**src/rtl/fc_buffer_reader.sv**
```systemverilog
// Streams the pooled FC input vector out of the per-batch FC data buffers,
// sweeping every buffer address FC_PASSES times under credit-based read issue.
module fc_buffer_reader #(
    parameter int AF         = 3,
    parameter int BATCH      = 9,
    parameter int DATA_WIDTH = 8,
    parameter int REAL_HOUT  = 7,
    parameter int LAST_N     = 512,
    parameter int FC_PASSES  = 4,
    parameter int RD_LAT     = 1,
    parameter int ADDR_WIDTH = 32
) (
    input  logic                                     clk,
    input  logic                                     rstn,
    input  logic                                     buffer_reader_en,
    output logic                                     buffer_reader_done,
    output logic [BATCH-1:0]                         RAM_reader_rd_en,
    output logic [BATCH-1:0][ADDR_WIDTH-1:0]         RAM_reader_rd_ADDR,
    input  logic [BATCH-1:0][AF*DATA_WIDTH-1:0]      RAM_reader_rd_data,
    output logic [BATCH-1:0][AF-1:0][DATA_WIDTH-1:0] fc_data_out,
    output logic                                     fc_data_valid,
    input  logic                                     fc_data_ready,
    output logic                                     fc_data_last,
    output logic                                     fc_pass_last
);
    localparam int WORDS  = ((LAST_N + AF - 1) / AF) * REAL_HOUT * REAL_HOUT;
    localparam int FIFO_D = RD_LAT + 2;
    localparam int AW     = (WORDS > 1) ? $clog2(WORDS) : 1;
    localparam int PW     = (FC_PASSES > 1) ? $clog2(FC_PASSES) : 1;
    localparam int PTRW   = $clog2(FIFO_D);
    localparam int CNTW   = $clog2(FIFO_D + 1);
    localparam int SW     = CNTW + 2;
    localparam int DW     = BATCH * AF * DATA_WIDTH;
    localparam int EW     = DW + 2;
    localparam logic [AW-1:0] LAST_ADDR = AW'(WORDS - 1);
    localparam logic [PW-1:0] LAST_PASS = PW'(FC_PASSES - 1);

    typedef enum logic [1:0] {IDLE, ISSUE, DRAIN, DONE} state_e;

    state_e                 state_q, state_d;
    logic [AW-1:0]          addr_q, addr_d;
    logic [PW-1:0]          pass_q, pass_d;
    logic                   rd_en_q, rd_last_q, rd_plast_q;
    logic [ADDR_WIDTH-1:0]  rd_addr_q;
    logic [RD_LAT-1:0][2:0] pipe_q;
    logic [EW-1:0]          mem_q [FIFO_D];
    logic [PTRW-1:0]        wr_ptr_q, rd_ptr_q;
    logic [CNTW-1:0]        count_q;
    logic [SW-1:0]          inflight;
    logic [EW-1:0]          head;
    logic                   fifo_valid, push, pop, credit_ok, issue;

    function automatic logic [PTRW-1:0] ptrInc(input logic [PTRW-1:0] p);
        return (p == PTRW'(FIFO_D - 1)) ? '0 : p + 1'b1;
    endfunction

    assign fifo_valid = (count_q != '0);
    assign pop        = fifo_valid && fc_data_ready;
    assign push       = pipe_q[RD_LAT-1][2];
    assign head       = mem_q[rd_ptr_q];

    always_comb begin
        inflight = SW'(rd_en_q);
        for (int i = 0; i < RD_LAT; i++) begin
            inflight = inflight + SW'(pipe_q[i][2]);
        end
    end

    // A beat leaving this cycle frees its slot in time for a read issued now.
    assign credit_ok = (SW'(count_q) + inflight) < (SW'(FIFO_D) + SW'(pop));

    always_comb begin
        state_d = state_q;
        addr_d  = addr_q;
        pass_d  = pass_q;
        issue   = 1'b0;
        case (state_q)
            IDLE: begin
                if (buffer_reader_en) begin
                    state_d = ISSUE;
                    addr_d  = '0;
                    pass_d  = '0;
                end
            end
            ISSUE: begin
                if (credit_ok) begin
                    issue = 1'b1;
                    if (addr_q == LAST_ADDR) begin
                        addr_d = '0;
                        pass_d = pass_q + 1'b1;
                        if (pass_q == LAST_PASS) begin
                            state_d = DRAIN;
                        end
                    end else begin
                        addr_d = addr_q + 1'b1;
                    end
                end
            end
            DRAIN: begin
                if (inflight == '0 && (count_q == '0 || (count_q == CNTW'(1) && pop))) begin
                    state_d = DONE;
                end
            end
            DONE:    state_d = IDLE;
            default: state_d = IDLE;
        endcase
    end

    always_ff @(posedge clk or negedge rstn) begin
        if (!rstn) begin
            state_q    <= IDLE;
            addr_q     <= '0;
            pass_q     <= '0;
            rd_en_q    <= 1'b0;
            rd_addr_q  <= '0;
            rd_last_q  <= 1'b0;
            rd_plast_q <= 1'b0;
            pipe_q     <= '0;
            wr_ptr_q   <= '0;
            rd_ptr_q   <= '0;
            count_q    <= '0;
        end else begin
            state_q <= state_d;
            addr_q  <= addr_d;
            pass_q  <= pass_d;
            rd_en_q <= issue;
            if (issue) begin
                rd_addr_q  <= ADDR_WIDTH'(addr_q);
                rd_last_q  <= (addr_q == LAST_ADDR);
                rd_plast_q <= (pass_q == LAST_PASS);
            end
            pipe_q[0] <= {rd_en_q, rd_last_q, rd_plast_q};
            for (int i = 1; i < RD_LAT; i++) begin
                pipe_q[i] <= pipe_q[i-1];
            end
            if (push) wr_ptr_q <= ptrInc(wr_ptr_q);
            if (pop)  rd_ptr_q <= ptrInc(rd_ptr_q);
            count_q <= count_q + CNTW'(push) - CNTW'(pop);
        end
    end

    // Return data lands in the FIFO the cycle it appears on the RAM port.
    always_ff @(posedge clk) begin
        if (push) mem_q[wr_ptr_q] <= {pipe_q[RD_LAT-1][1:0], RAM_reader_rd_data};
    end

    assign RAM_reader_rd_en   = {BATCH{rd_en_q}};
    assign RAM_reader_rd_ADDR = {BATCH{rd_addr_q}};
    assign fc_data_valid      = fifo_valid;
    assign fc_data_last       = fifo_valid & head[DW+1];
    assign fc_pass_last       = fifo_valid & head[DW];
    assign fc_data_out        = fifo_valid ? head[DW-1:0] : '0;
    assign buffer_reader_done = (state_q == DONE);

endmodule
```
**config.mk**
```make
export PLATFORM = sky130hd
export DESIGN_NAME = fc_buffer_reader
export DESIGN_NICKNAME = d
export VERILOG_FILES = /design/src/rtl/fc_buffer_reader.sv
export SDC_FILE = /design/constraint.sdc
export NUM_CORES = 1
export LEC_CHECK = 0
export CORE_AREA = 2 2 284 286
export DETAILED_ROUTE_END_ITERATION = 6
export DIE_AREA = 0 0 286 288
export PLACE_DENSITY_LB_ADDON = 0.12
export SYNTH_ARGS = -nofsm -noshare
export SYNTH_HDL_FRONTEND = slang
export SYNTH_SLANG_ARGS = --single-unit
```
**constraint.sdc**
```tcl
create_clock -name clk -period 48.7 [get_ports clk]
set_clock_uncertainty 0.05 [all_clocks]
set_input_delay 9.74 -clock clk [delete_from_list [all_inputs] [get_ports clk]]
set_output_delay 9.74 -clock clk [all_outputs]
set_load 0.005 [all_outputs]
```
==> impl_metrics.env <==
# source this file to load flow results
export IMPL_cpMaxStageDelayCell="dfrtp_4"
export IMPL_nets=2796
export IMPL_register_area_um2=20700
export IMPL_outcome="finished, final reports clean"
export IMPL_path_delay_family="buffers and inverters"
export IMPL_powerDensity_nw_per_um2=56.5
export IMPL_grt_max_degree=187
export IMPL_antennaDiodeCount=9
export IMPL_tns_ns=0
export IMPL_overflow=0
export IMPL_num_tap_cells=1060
export IMPL_syn_to_final_growth_pct=26.7
export IMPL_ys_seq_share=0.709
export IMPL_sh_seq_area=0.560
export IMPL_fmax_ghz=0.0705
export IMPL_logic_gates=1174
export IMPL_yosys_area_um2=29200
export IMPL_clk_latency_ns=0.60
export IMPL_setup_viol=0
export IMPL_rsz0062_at_grt="no"
export IMPL_fa_ha_area_frac=0.00668
export IMPL_core_area_um2=79600
export IMPL_final_cell_mix="edfxtp_1, clkdlybuf4s50_1, nor2_1"
export IMPL_cts_tree="yes"
export IMPL_dp_cells=3540
export IMPL_comb_area_frac=0.177
export IMPL_logic_area_um2=6570
export IMPL_clock_path_buffers=3
per-layer routing:
layer,up-vias,GRT usage,share of wire
li1,8045,-,-
met1,8131,0.204,0.41
met2,494,0.267,0.48
met3,116,0.0597,0.084
met4,28,0.0516,0.020
met5,-,0,0.0024
worst register-to-register path, stage by stage, from the launching register on:
cell and delay, ns:
dfrtp_1 0.57, inv_1 0.09, ha_1 0.30, ha_1 0.20, fa_1 0.45, ha_1 0.29, o211ai_1 0.08, o21ai_0 0.64
or2_2 0.53, mux2_2 0.40
flip-flops by register name (all words and copies together), names as in the netlist:
| signal | flops |
|---|---|
| rd_ptr_q | 2 |
| pass_q | 2 |
| rd_addr_q | 14 |
| state_q | 2 |
| pipe_q | 3 |
| rd_plast_q | 1 |
| rd_en_q | 1 |
| mem_q | 654 |
| count_q | 2 |
| wr_ptr_q | 2 |
| addr_q | 14 |
| rd_last_q | 1 |
power by group:
| part | internal, W | switching [W] | total, W |
|---|---|---|---|
| clock | 0.000326 | 0.000232 | 0.000558 |
| sequential | 0.000732 | 0.0000407 | 0.000772 |
| combinational | 0.000371 | 0.000391 | 0.000761 |
final timing paths:
kind | from | endpoint | slack [ns] | depth (start not counted)
max in group asynchronous | rstn | rd_ptr_q[0] | 38.60 | 1
hold reg to reg | rd_last_q | pipe_q[1] | 0.32 | 0
setup reg to reg | rd_en_q | rd_addr_q[13] | 44.99 | 9
setup / recovery | rd_ptr_q[0] | fc_data_out[120] | 34.52 | 7
min in group asynchronous | rstn | addr_q[2] | 9.26 | 1
hold / removal | rd_last_q | pipe_q[1] | 0.32 | 0
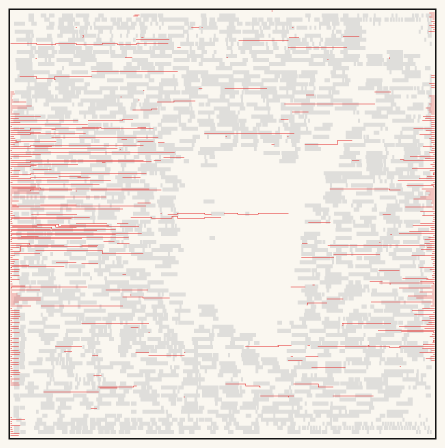
**Above:** met3 routing.
Cells faint in the background.
wire length on this layer	5950 um
longest straight run	110 um
nets with wire on the layer	345
share of all routed wire	8.4%
Detailed Route WL: 70.7 mm
vias: 16800
met3 usage: 0.0597

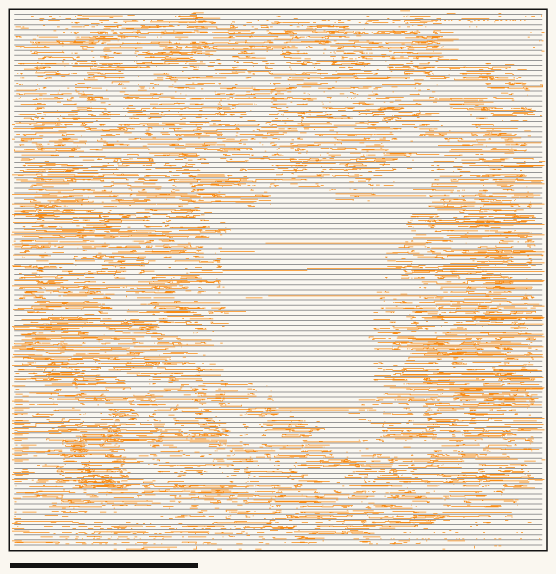
**Above:** M1 wires.
Bar = 100 um. Supply wires on this layer in grey.
share of all routed wire	41%
wire length on this layer	29.1 mm
nets with wire on the layer	2441
met1 usage: 0.204

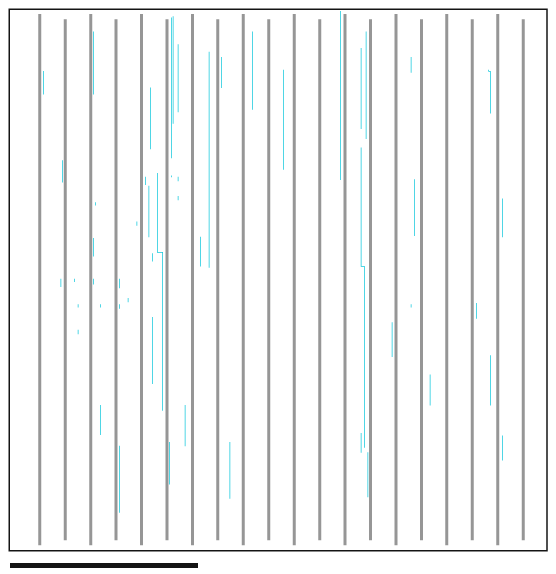
**Above:** the metal 4 layer.
Bar = 100 um. Supply wires on this layer in grey.
longest straight run	115 um
share of all routed wire	2.0%
nets with wire on the layer	32
main direction	vertical

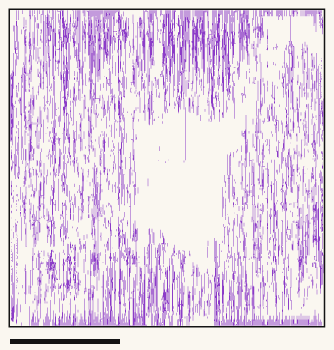
**Above:** M2 wires.
Bar = 100 um.
share of all routed wire	48%
main direction	vertical
wire length on this layer	34.1 mm
met2 GRT Util: 0.267

Power figures rest on the tool's default switching activity, not on a simulated workload.
